Fig. 1: run 1, routed clock nets over the placement
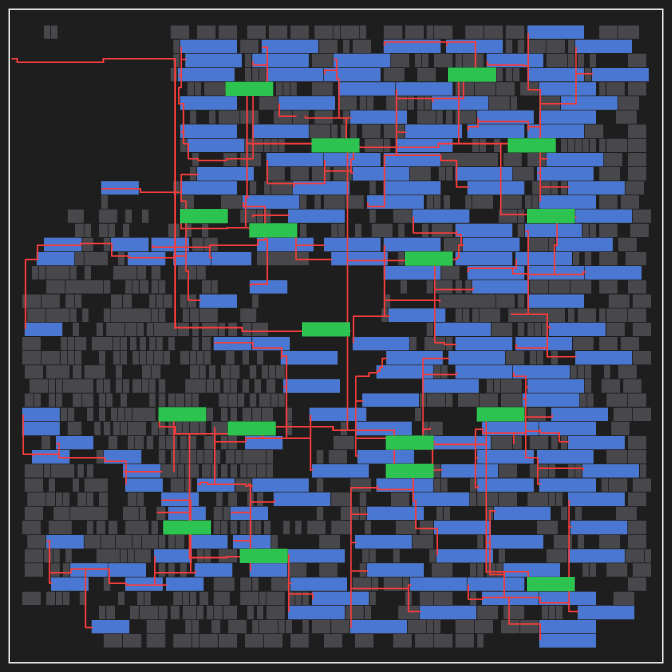
Fig. 2: run 1, clock nets
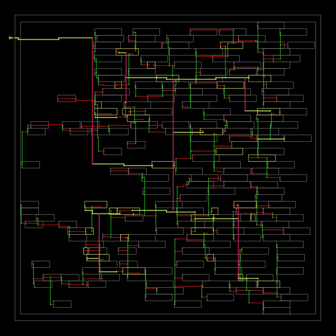
Fig. 3: run 1, drive-strength map
Bar = 50 um.
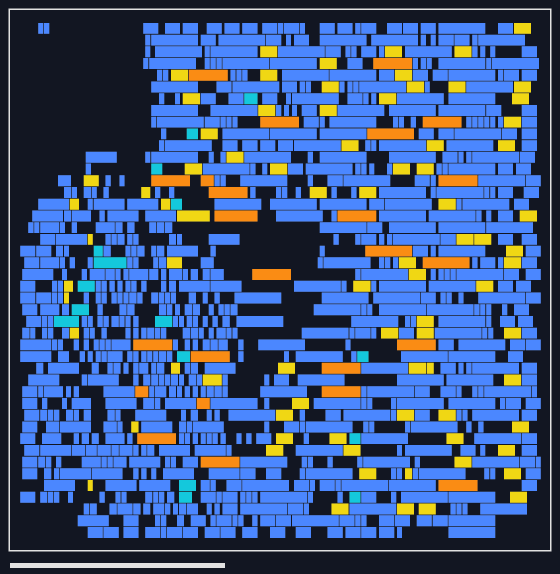
--- src/rtl/fft_stream_pkg.sv ---
// fft_stream_pkg
// Shared definitions for the FFT streaming blocks. This package is used by
// fft_frame_streamer on the sink side and by the output-side FFT consumer.
//   DEFAULT_*      : default widths and limits for the FFT lane
//   stream_state_t : frame sequencer states
//   pts_is_legal() : tells whether a requested frame length is legal
package fft_stream_pkg;

    localparam int DEFAULT_DATA_W  = 32;
    localparam int DEFAULT_PTS_W   = 7;
    localparam int DEFAULT_MAX_PTS = 64;
    localparam int DEFAULT_ADDR_W  = 6;

    // IDLE  : waiting for start
    // READ  : some RAM addresses are still to be issued
    // DRAIN : every read is issued, but beats are still in flight or queued
    typedef enum logic [1:0] {
        IDLE,
        READ,
        DRAIN
    } stream_state_t;

    // The core accepts only powers of two from 4 up to the configured maximum.
    // A power of two has exactly one bit set, so clearing the lowest set bit
    // leaves zero.
    function automatic logic pts_is_legal(input logic [DEFAULT_PTS_W-1:0] pts,
                                          input int                       max_pts);
        return (int'(pts) >= 4) && (int'(pts) <= max_pts) &&
               ((pts & (pts - DEFAULT_PTS_W'(1))) == '0);
    endfunction

endpackage

--- src/rtl/stream_skid_fifo2.sv ---
// stream_skid_fifo2
// Two-entry registered FIFO. It absorbs the one-cycle RAM read latency so the
// sink can stall without losing a read that is already in flight.
//   clk, rst         : clock, synchronous active-high reset (flushes contents)
//   push, wr_data    : write request and payload
//   pop              : read request; the head is rd_data while !empty
//   rd_data          : head-of-queue payload
//   count            : number of entries held (0..2)
//   empty, full      : occupancy flags
module stream_skid_fifo2 #(
    parameter int W = 64
) (
    input  logic         clk,
    input  logic         rst,
    input  logic         push,
    input  logic [W-1:0] wr_data,
    input  logic         pop,
    output logic [W-1:0] rd_data,
    output logic [1:0]   count,
    output logic         empty,
    output logic         full
);

    logic [W-1:0] mem [2];
    logic         wr_ptr;
    logic         rd_ptr;
    logic         do_push;
    logic         do_pop;

    assign empty   = (count == 2'd0);
    assign full    = (count == 2'd2);
    assign do_pop  = pop && !empty;
    // A push into a full queue is only safe when the head leaves the same cycle.
    assign do_push = push && (!full || do_pop);
    assign rd_data = mem[rd_ptr];

    // Storage, pointers and occupancy. Storage is cleared on reset so that the
    // head reads as zero while the queue is empty.
    always_ff @(posedge clk) begin
        if (rst) begin
            mem[0] <= '0;
            mem[1] <= '0;
            wr_ptr <= 1'b0;
            rd_ptr <= 1'b0;
            count  <= 2'd0;
        end else begin
            if (do_push) begin
                mem[wr_ptr] <= wr_data;
                wr_ptr      <= ~wr_ptr;
            end
            if (do_pop) begin
                rd_ptr <= ~rd_ptr;
            end
            count <= count + 2'(do_push) - 2'(do_pop);
        end
    end

endmodule

--- src/rtl/fft_frame_streamer.sv ---
// fft_frame_streamer
// Streams one frame of complex samples from the local sample RAM into the
// Avalon-ST sink of the streaming FFT core. It honours sink backpressure.
//   clk, rst                : clock, synchronous active-high reset
//   start, frame_pts,
//   base_addr               : frame request. Length and base are sampled with start.
//   busy, done, cfg_err     : status. done and cfg_err are one-cycle pulses.
//   rd_en, rd_addr,
//   rd_real, rd_imag        : sample RAM port. Data returns one cycle after rd_en.
//   out_valid, out_ready,
//   out_sop, out_eop,
//   out_error, out_real,
//   out_imag, out_fftpts    : FFT core sink interface
module fft_frame_streamer
    import fft_stream_pkg::*;
#(
    parameter int DATA_W  = DEFAULT_DATA_W,
    parameter int PTS_W   = DEFAULT_PTS_W,
    parameter int MAX_PTS = DEFAULT_MAX_PTS,
    parameter int ADDR_W  = DEFAULT_ADDR_W
) (
    input  logic              clk,
    input  logic              rst,
    input  logic              start,
    input  logic [PTS_W-1:0]  frame_pts,
    input  logic [ADDR_W-1:0] base_addr,
    output logic              busy,
    output logic              done,
    output logic              cfg_err,
    output logic              rd_en,
    output logic [ADDR_W-1:0] rd_addr,
    input  logic [DATA_W-1:0] rd_real,
    input  logic [DATA_W-1:0] rd_imag,
    output logic              out_valid,
    input  logic              out_ready,
    output logic              out_sop,
    output logic              out_eop,
    output logic [1:0]        out_error,
    output logic [DATA_W-1:0] out_real,
    output logic [DATA_W-1:0] out_imag,
    output logic [PTS_W-1:0]  out_fftpts
);

    stream_state_t       state_q, state_d;
    logic [ADDR_W-1:0]   base_q;
    logic [PTS_W-1:0]    pts_q;
    logic [PTS_W-1:0]    rd_idx;
    logic [PTS_W-1:0]    out_idx;
    logic                inflight_q;
    logic                done_q;
    logic                cfg_err_q;

    logic                start_ok;
    logic                start_bad;
    logic                issue;
    logic                beat;
    logic                credit_ok;

    logic [2*DATA_W-1:0] fifo_head;
    logic [1:0]          fifo_count;
    logic                fifo_empty;
    logic                fifo_full;

    // Returned RAM data always lands in the FIFO the cycle after its read.
    // The credit rule keeps room for it, so the FIFO never overflows.
    stream_skid_fifo2 #(
        .W (2*DATA_W)
    ) u_fifo (
        .clk     (clk),
        .rst     (rst),
        .push    (inflight_q),
        .wr_data ({rd_real, rd_imag}),
        .pop     (beat),
        .rd_data (fifo_head),
        .count   (fifo_count),
        .empty   (fifo_empty),
        .full    (fifo_full)
    );

    assign out_valid  = !fifo_empty;
    assign beat       = out_valid && out_ready;
    assign out_real   = fifo_head[2*DATA_W-1:DATA_W];
    assign out_imag   = fifo_head[DATA_W-1:0];
    assign out_sop    = out_valid && (out_idx == '0);
    assign out_eop    = out_valid && (out_idx == pts_q - PTS_W'(1));
    assign out_error  = 2'b00;
    assign out_fftpts = pts_q;

    assign busy    = (state_q != IDLE);
    assign done    = done_q;
    assign cfg_err = cfg_err_q;
    assign rd_en   = issue;
    assign rd_addr = base_q + ADDR_W'(rd_idx);

    // A new read may issue only if the queued beats, plus the read already in
    // flight, minus the beat leaving this cycle, leave a slot free for it.
    assign credit_ok = ({1'b0, fifo_count} + {2'b00, inflight_q} - {2'b00, beat}) <= 3'd1;

    // State register.
    always_ff @(posedge clk) begin
        if (rst) begin
            state_q <= IDLE;
        end else begin
            state_q <= state_d;
        end
    end

    // Next-state logic, start qualification and read issue. A start in the
    // cycle that shows done is ignored. Starts are also ignored outside IDLE.
    always_comb begin
        state_d   = state_q;
        start_ok  = 1'b0;
        start_bad = 1'b0;
        issue     = 1'b0;
        case (state_q)
            IDLE: begin
                if (start && !done_q) begin
                    if (pts_is_legal(frame_pts, MAX_PTS)) begin
                        start_ok = 1'b1;
                        state_d  = READ;
                    end else begin
                        start_bad = 1'b1;
                    end
                end
            end
            READ: begin
                if (credit_ok && !fifo_full) begin
                    issue = 1'b1;
                    if (rd_idx == pts_q - PTS_W'(1)) begin
                        state_d = DRAIN;
                    end
                end
            end
            DRAIN: begin
                if (beat && out_eop) begin
                    state_d = IDLE;
                end
            end
            default: state_d = IDLE;
        endcase
    end

    // Frame bookkeeping: latched request, read and beat counters, the
    // in-flight read flag, and the status pulses. Reset drops any read that
    // is still in flight.
    always_ff @(posedge clk) begin
        if (rst) begin
            base_q     <= '0;
            pts_q      <= '0;
            rd_idx     <= '0;
            out_idx    <= '0;
            inflight_q <= 1'b0;
            done_q     <= 1'b0;
            cfg_err_q  <= 1'b0;
        end else begin
            inflight_q <= issue;
            done_q     <= (state_q == DRAIN) && beat && out_eop;
            cfg_err_q  <= start_bad;
            if (start_ok) begin
                base_q  <= base_addr;
                pts_q   <= frame_pts;
                rd_idx  <= '0;
                out_idx <= '0;
            end else begin
                if (issue) begin
                    rd_idx <= rd_idx + PTS_W'(1);
                end
                if (beat) begin
                    out_idx <= out_idx + PTS_W'(1);
                end
            end
        end
    end

endmodule

--- config.mk ---
export PLATFORM = sky130hd
export DESIGN_NAME = fft_frame_streamer
export DESIGN_NICKNAME = d
export VERILOG_FILES = /design/src/rtl/fft_stream_pkg.sv /design/src/rtl/stream_skid_fifo2.sv /design/src/rtl/fft_frame_streamer.sv
export SDC_FILE = /design/constraint.sdc
export NUM_CORES = 1
export LEC_CHECK = 0
export ABC_AREA = 1
export CAP_MARGIN = 25
export CORE_MARGIN = 2
export CORE_UTILIZATION = 53
export DETAILED_ROUTE_END_ITERATION = 6
export PLACE_DENSITY = 0.83
export RECOVER_POWER = 50
export SLEW_MARGIN = 20
export SYNTH_ARGS = -nofsm -noshare
export SYNTH_HDL_FRONTEND = slang
export SYNTH_SLANG_ARGS = --single-unit
--- constraint.sdc ---
create_clock -name clk -period 5.8 [get_ports clk]
set_input_delay 0.58 -clock clk [delete_from_list [all_inputs] [get_ports clk]]
set_output_delay 0.58 -clock clk [all_outputs]
set_load 0.1 [all_outputs]
==> GITHUB_STEP_SUMMARY, run 1 <==
### Metrics collected by this job

| Metric | Value |
|---|---|
| Router iterations before antenna repair | 4 |
| Core Util, Final | 70.2% |
| Max Used Layer | met4 |
| Comb pwr | 0.979 mW |
| Grt met1 use | 27.9% |
| Cell variety after synth | 38 |
| Layer carrying the most global-route usage | met2 |
| Critical Path RT | 5220 ps |
| Met3 routed WL | 1.06 mm |
| Root buf cell | clkbuf_16 |
| Top_reg_cell synth | edfxtp_1 |
| R2R Path Start | u_fifo.count[1] |
| Design Power | 3.46 mW |
| Levels on crit path | 14 |
| CTS tree | built |
| IO Port Bufs | 164 |
| Initial antenna violation count | 0 |
| Endpoints failing setup | 0 |
| Row count | 44 |
| Core ar. | 14500 um2 |
| CP max-delay cell | clkdlybuf4s50_1 |
| Crit path from | u_fifo.count[1] |
| # nets final | 1021 |
| MaxCap Viol Count | 3 |
| P_sw | 1.19 mW |
| YS chip area | 7800 um2 |
| Worst slew pin tran | 3130 ps |
| FF-to-FF setup slack | 1600 ps |
| CP Class | reg -> out |
| CP Launch Type | register |
| Post-route minimum period | 4690 ps |
| Largest net degree at the start of global routing | 66 |
| Hold Crit Depth | 1 |
| FF-to-FF path depth | 7 |
| Routed wire length | 17.3 mm |
| Buf/Inv on CP | 6 |
| Failing checks | max-capacitance violations, max-slew violations |
| Met2 Wirelength | 8.86 mm |
| Die width | 125 um |
| Seq. pwr | 1.35 mW |
| Slew margin rel. | -109% |
| Crit-path cells | nor2_1 > inv_2 > nand2_1 > inv_4 > ha_1 > inv_1 > ha_1 > inv_1 > fa_1 > nand2_1 > nor2_4 > nand2_4 > inv_1 > clkdlybuf4s50_1 |
| CTS resizes | 0 |
| Avg Vias per Cell | 5.13 |
| Met3 Use GR | 5.78% |
| Post-Syn Area | 7800 um2 |
| Crit path largest cell delay | 1140 ps |
| Power Internal | 2.27 mW |
| Ys flops | 165 |
| Max Clk Rate | 213 MHz |
| Warnings, synthesis | 0 |
| Max FO, Critical Path | 10 |
| Top cells excl fill/tap | nor2_1, clkdlybuf4s50_1, edfxtp_1 |
| Cell taking the most area after synthesis | edfxtp_1 |
| Detailed-route DRC error count | 0 |
| Most used logic cell in the final layout | nor2_1 |
| Min Hold Slack | 453 ps |
| Logic pwr share | 28.3% |
| Floorplan Utilization | 53.9% |
| Die Ht | 125 um |
| Count of tool warnings | 28 |
| PwrDens | 341 nW/um2 |
| RSZ-0062 raised after global routing | false |
| Via Count | 5762 |
| Status | complete, but fails checks |
| Fin cells | 1123 |
| Slew Limit Fails | 164 |
| Fill cells | 1041 |
| Mapped Cells | 763 |
About Fig. 1:
- clock wires: red (length 1760 um)
- cells driving clock nets: green (count 17)
- flip-flops: blue (count 165)
- routed clock nets: 18
Latency at later pin: 430 ps
Clk power: 1.14 mW
Final Skew: 5.17 ps
Clock Power Share: 32.9%

About Fig. 2:
CTS buffer count: 17
Clock Sink Count: 165

About Fig. 3:
- drive 6 and up: orange (cells 24; share 2.6%; most used clkbuf_16)
- drive 3 to 4: cyan (cells 16; share 1.7%; most used clkinvlp_4)
- drive 1 or less: blue (cells 819; share 87%; most used nor2_1)
- drive 2: yellow (cells 80; share 8.5%; most used mux2_2)
P&R area growth vs syn: 30.3%
Non-clk bufs: 172
setup ws final: 1110 ps

## run 1: area by class of cell
cell class / count / area, um2 / share of cell area [%]
timing repair buffer: 172 / 1700 / 16.8
clock inverter: 15 / 179 / 1.76
clock buffer: 17 / 425 / 4.19
tap: 184 / 230 / 2.27
multi-input combinational: 456 / 2610 / 25.7
sequential: 165 / 4590 / 45.1
inverter: 114 / 430 / 4.24
## run 1: sequential cells by signal, indices dropped and copies added, names as in the netlist, named ones only
register / count
out_fftpts: 7
rd_idx: 7
u_fifo.count: 2
out_idx: 7
inflight_q: 1
state_q: 2
done: 1
u_fifo.mem: 128
base_q: 6
u_fifo.wr_ptr: 1
u_fifo.rd_ptr: 1
cfg_err: 1
## run 1: per-stage QoR
step                worst slack (ps)  instance area (um2)
floorplan                       1760                 7800
global route                     869                10200
finish                          1110                10200
global placement                1370                 9560
detailed placement              1310                 9590
CTS                             1170                10200
## run 1: cell families (layout without fill, tap and decap cells)
logic type / count (synthesis) / in the layout / share of synthesized area, %
and+or+nand+nor: 328 / 328 / 18.0
xor gates and xnor gates: 10 / 10 / 1.12
DFF: 165 / 165 / 58.8
buffers and inverters: 143 / 318 / 7.83
AOI/OAI and AO/OA: 38 / 38 / 2.53
other: 1 / 2 / 0.0481
adders and majority gates: 14 / 14 / 2.44
muxes: 64 / 64 / 9.24
## run 1: synth_stat cells (5+ instances only)
cell type  number
a21oi_1        17
o21ai_0        13
edfxtp_1      128
nand3_1        34
nand2_1        78
mux2_2         64
dfxtp_1        37
buf_4          10
o21ai_1         5
xor2_1          8
nor2_1        189
inv_1         109
buf_2          15
ha_1           12
Fig. 4: run 1, ports around the boundary
Pins as bars across the die edge, other pins in gray.
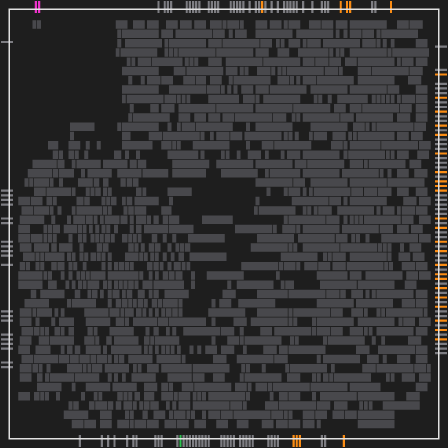

==> inputs of run 2 (changes only) <==
Settings changed: CORE_UTILIZATION 53 to 51, PLACE_DENSITY 0.83 to 0.8.
Clock period 5.8 ns to 4.5 ns, I/O delays scaled along.
Fig. 5: run 2, ports around the boundary
Pins as bars across the die edge, other pins in gray.
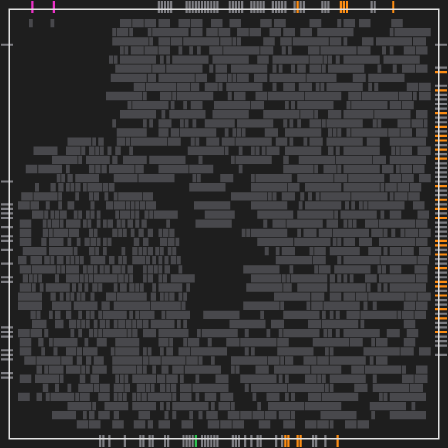
- out_error: magenta (pins 2; direction output; edge top)
- rd_real: orange (pins 32; direction input; edge 22 right, 5 top, 5 bottom)
- start: green (pins 1; direction input; edge bottom)
- all pins by edge: 62 right, 46 top, 38 bottom, 21 left
die width: 128 um
IO Port Bufs: 164
Die Ht: 128 um

==> run 2 against run 1 <==
  * The flow now finishes without violations
  * Sequential power is 27% higher
  * Largest cell class unchanged
  * Utilization shrank 3.4 points
  * Largest power group unchanged
  * First-iteration DRC count down 4.7%
  * Total power up 26%
  * Critical path depth is the same
  * Combinational power is about 30% higher
  * Clock-buffer cell count unchanged
  * Routed wire length decreased by 0.12%
  * Global-route usage is 1.4 points lower
==> GITHUB_STEP_SUMMARY, run 2 <==
### Metrics collected by this job

| Metric | Value |
|---|---|
| FF-to-FF path depth | 16 (+9) |
| Layer carrying the most global-route usage | met2 |
| Detailed-route DRC error count | 0 (unchanged) |
| Setup ws final | 863 ps (-251 ps) |
| Root buf cell | clkbuf_16 |
| Avg Vias per Cell | 5.08 (-0.96%) |
| Initial antenna violation count | 0 (unchanged) |
| Clock Sink Count | 165 (unchanged) |
| Hold Crit Depth | 1 (unchanged) |
| Clk power | 1.37 mW (+20%) |
| Router iterations before antenna repair | 5 (+1) |
| CTS tree | built |
| R2R Path Start | u_fifo.count[1] |
| PwrDens | 432 nW/um2 (+27%) |
| Count of tool warnings | 28 (unchanged) |
| Mapped Cells | 763 (unchanged) |
| Met3 Use GR | 4.38% (-1.4 points) |
| Row count | 45 (+2.3%) |
| FF-to-FF setup slack | 1470 ps (-130 ps) |
| CP Class | reg -> out |
| Largest net degree at the start of global routing | 66 (unchanged) |
| MaxCap Viol Count | 0 (-3) |
| Endpoints failing setup | 0 (unchanged) |
| Slew margin rel. | 4.91% (+110 points) |
| Comb pwr | 1.27 mW (+30%) |
| Worst slew pin tran | 1430 ps (-1700 ps) |
| Fill cells | 1159 (+11%) |
| Cell taking the most area after synthesis | edfxtp_1 |
| Cell variety after synth | 38 (unchanged) |
| Max FFs per register | 128 (unchanged) |
| Max Clk Rate | 275 MHz |
| Core ar. | 15100 um2 (+4.2%) |
| # nets final | 1018 (-0.29%) |
| Status | complete, no violations |
| Final Skew | 4.59 ps (-0.578 ps) |
| CP Launch Type | register |
| Post-route minimum period | 3640 ps |
| P&R area growth vs syn | 29.2% |
| CTS resizes | 0 (unchanged) |
| Via Count | 5712 (-0.87%) |
| Clock Power Share | 31.4% (-1.5 points) |
| Most used logic cell in the final layout | nor2_1 |
| Most numerous cell in the Yosys netlist | nor2_1 |
| Critical Path RT | 4050 ps (-1170 ps) |
| Sequential Area | 4590 um2 (unchanged) |
| RSZ-0062 raised after global routing | false |
| Seq. pwr | 1.72 mW (+27%) |
| Min Hold Slack | 456 ps (+2.25 ps) |
| Warnings, synthesis | 0 (unchanged) |
run 2: cell counts after synthesis:
Identical to the previous run, type by type.
run 2: logic make-up after synthesis:
family | count (synthesis) | share of synthesized area [%]
compound gates | 38 | 2.53
flops | 165 | 58.8
fa+ha+maj | 14 | 2.44
mux | 64 | 9.24
buf+inv | 143 | 7.83
xor+xnor | 10 | 1.12
other cells | 1 | 0.0481
simple gates | 328 | 18.0
run 2: cell type report:
| class | count | area share [%] |
|---|---|---|
| clock inverter | 15 | 1.30 |
| sequential | 165 | 45.5 |
| tap | 188 | 2.33 |
| inverter | 114 | 4.27 |
| timing repair buffer | 169 | 16.7 |
| clock buffer | 17 | 4.22 |
| multi-input combinational | 456 | 25.7 |
run 2: through the flow:
stage	utilization, %	total power [mW]	instance area, um2
finish	66.8	4.35	10100
detailed placement	63.3	3.02	9560
CTS	67.0	4.38	10100
floorplan	-	2.75	7800
global route	66.8	4.48	10100
global placement	63.3	3.01	9560
run 2: worst max-delay path by stage:
stage | start | endpoint | cells after the start
2_1_floorplan | out_idx[0] | out_sop | 4
3_5_place_dp | out_ready | rd_en | 13
3_3_place_gp | out_ready | rd_en | 13
6_report | u_fifo.count[1] | rd_en | 14
5_1_grt | u_fifo.count[1] | rd_en | 14
4_1_cts | rd_idx[0] | rd_addr[4] | 6
run 2: critical path, cell delays in order (launching register included):
cell,delay [ps]
dfxtp_1,380
nor2_1,220
inv_2,60
nand2_1,240
inv_4,100
ha_1,300
inv_1,80
ha_1,130
inv_1,40
fa_1,470
nand2_1,90
nor2_4,140
nand2_4,90
inv_1,110
buf_4,290
run 2: per-layer routing:
metal,vias up,part of all wire (%),routed length (um)
met5,-,0,0
met4,0,2.0,342
met3,29,6.2,1070
met2,206,50,8710
met1,2686,41,7170
li1,2791,-,-
Fig. 6: run 2, routed clock nets over the placement
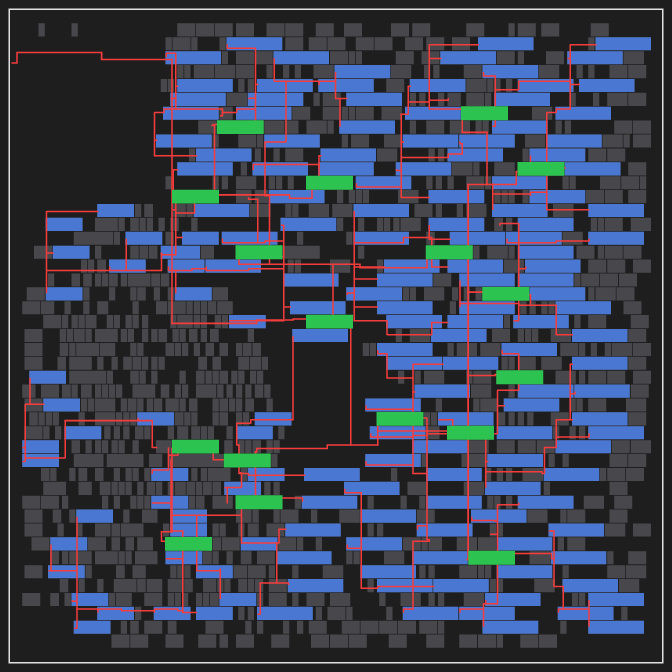

==> inputs of run 3 (changes only) <==
Clock period 4.5 ns to 3.6 ns, I/O delays scaled along.
Fig. 7: run 3, routed clock nets over the placement
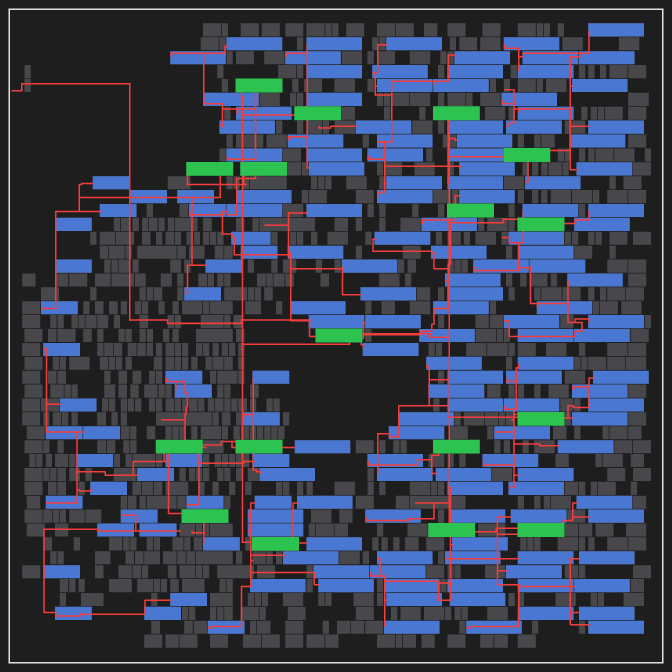
- flip-flops: blue (count 165)
- clock wires: red (length 1810 um)
- cells driving clock nets: green (count 17)
- flops lie: spread over the die
Final Skew: 6.09 ps
Clock Power Share: 33.4%
Clk power: 1.85 mW

==> run 3 against run 2 <==
  * Synthesized cell count is the same
  * Total power rose by 27%
  * Clock power increased by 35%
  * Routed wire length is 2.9% lower
  * Die area unchanged
  * Sequential share of layout area up 0.55 points
  * Worst hold slack is essentially flat
  * Sequential cell count unchanged
  * Non-clock buffer count grew 3
  * Combinational power rose by 21%
  * Clock skew is 1.5 ps higher
  * Critical endpoint unchanged
  * Largest cell class unchanged
  * Largest power group unchanged
  * Highest routed layer unchanged
==> GITHUB_STEP_SUMMARY, run 3 <==
### Metrics collected by this job

| Metric | Value |
|---|---|
| Clock Sink Count | 165 (unchanged) |
| Sw Ratio | 34.9% |
| RSZ-0062 raised after global routing | false |
| Most used logic cell in the final layout | nor2_1 |
| Top cells excl fill/tap | nor2_1, edfxtp_1, inv_1 |
| Count of library flops with an enable pin | 128 |
| Slew margin rel. | 3.27% (-1.6 points) |
| Max FFs per register | 128 (unchanged) |
| Most numerous cell in the Yosys netlist | nor2_1 |
| Row count | 45 (unchanged) |
| Yosys cell count | 763 |
| Detailed-route DRC error count | 0 (unchanged) |
| Max FO, Critical Path | 10 |
| MaxCap Viol Count | 0 (unchanged) |
| CP Launch Type | register |
| # nets final | 1021 (+0.29%) |
| Crit path largest cell delay | 470 ps (about the same) |
| Min Hold Slack | 455 ps (-0.480 ps) |
| Largest net degree at the start of global routing | 66 (unchanged) |
| Seq. pwr | 2.15 mW (+25%) |
| Leak | 4.29 nW |
| Core ar. | 15100 um2 (unchanged) |
| Via Count | 5678 (-0.60%) |
| Count of tool warnings | 28 (unchanged) |
| CP dominant cell by count | inv_1 |
| Worst slew pin tran | 1450 ps (+24.6 ps) |
| IO Port Bufs | 164 (unchanged) |
| Post-Syn Area | 7800 um2 |
| CTS tree | built |
| CP max-delay cell | fa_1 |
| First-pass GRT wire length | 26.1 mm |
| Avg Vias per Cell | 5.04 (-0.86%) |
| Commonest cells post-synth | nor2_1, edfxtp_1, inv_1 |
| Reg clk slew, reported paths | 70 ps |
| Die width | 128 um (unchanged) |
| Xor+xnor area frac | 1.12% (unchanged) |
| Area leader share | 49.3% |
| Die Ht | 128 um (unchanged) |
| Max Clk Rate | 296 MHz |
| Post-route minimum period | 3370 ps |
| PwrDens | 557 nW/um2 (+29%) |
| Buf/Inv on CP | 6 (unchanged) |
| Vias in the first global route | 5576 |
| Basic Gates by Area | 18.0% (unchanged) |
| Mapped Cells | 763 (unchanged) |
| MUX area fraction | 9.24% (unchanged) |
| Initial antenna violation count | 0 (unchanged) |
| Routed Antenna Nets | 0 |
| Top pwr grp | registers |
| Die area | 16300 um2 |
| Root buf cell | clkbuf_16 |
| Status | complete, no violations |
| Congestion Overflow GR | 0 |
| Adder Share, Synth | 2.44% (unchanged) |
| Asr flop ratio synth | 0% |
| Router iterations before antenna repair | 4 (-1) |
| Critical Path RT | 3240 ps (-810 ps) |
| CTS resizes | 0 (unchanged) |
| Comb pwr | 1.54 mW (+21%) |
| Top delay family on crit path | adder cells |
| Warnings, synthesis | 0 (unchanged) |
| Peak supply drop | 0.000351 V |
| Cell taking the most area after synthesis | edfxtp_1 |
| AO/OA Area Share | 2.53% (unchanged) |
| Cell variety after synth | 38 (unchanged) |
| Crit-path cells | nor2_4 > inv_2 > nand2_2 > inv_4 > ha_1 > inv_1 > ha_1 > inv_1 > fa_1 > nand2_1 > nor2_4 > nand2_4 > inv_1 > buf_12 |
| Main logic family | simple AND/OR/NAND/NOR gates |
| Endpoints failing setup | 0 (unchanged) |
| P&R area growth vs syn | 27.7% |
| YS chip area | 7800 um2 |
| Top reg by flops | u_fifo.mem |
| Latency at later pin | 430 ps |
| CP Class | reg -> out |
| Hold WC Path Type | reg -> reg |
run 3: cell types whose count changed in the layout (fill, tap and decap cells not counted), moves of 2 or more:
cell and change:
nor2_1 -2, clkbuf_1 +20, clkinv_1 +2, clkinvlp_4 -4, clkdlybuf4s50_1 -55, bufinv_16 +2
dlygate4sd3_1 -3, buf_4 +39, clkinv_2 -2
run 3: path summary, 6_finish.rpt:
kind	from	to	slack (ps)	depth (start not counted)
worst max-delay path	u_fifo.count[1]	rd_en	230	14
worst min register to register	u_fifo.rd_ptr	register	460	1
worst min-delay path	u_fifo.rd_ptr	register	460	1
worst max register to register	u_fifo.count[1]	rd_idx[6]	680	16
run 3: through the flow:
stage | worst slack, ps | instance area (um2) | util [%] | power [mW] | cells
2_1_floorplan | 85.3 | 7810 | - | 3.45 | 764
3_3_place_gp | 462 | 9490 | 62.9 | 3.75 | 1095
3_5_place_dp | 445 | 9490 | 62.9 | 3.76 | 1095
4_1_cts | 86.9 | 10100 | 66.9 | 5.59 | 1127
5_1_grt | 24.5 | 9960 | 66.0 | 5.72 | 1127
6_report | 226 | 9960 | 66.0 | 5.54 | 1127
run 3: routing by layer:
| metal | track usage [%] | vias to the layer above | wire length [um] |
|---|---|---|---|
| li1 | - | 2802 | - |
| met5 | 0 | - | 0 |
| met2 | 37.8 | 182 | 8300 |
| met1 | 23.5 | 2656 | 6890 |
| met3 | 4.76 | 38 | 1130 |
| met4 | 8.92 | 0 | 477 |
run 3: area by class of cell:
cell class	count	area (um2)
Clock inverter	15	179
Timing Repair Buffer	172	1490
Tap cell	188	235
Fill cell	1143	5130
Sequential cell	165	4590
Inverter	114	430
Clock buffer	17	425
Multi-Input combinational cell	456	2610
Power and IR drop assume default switching activity.
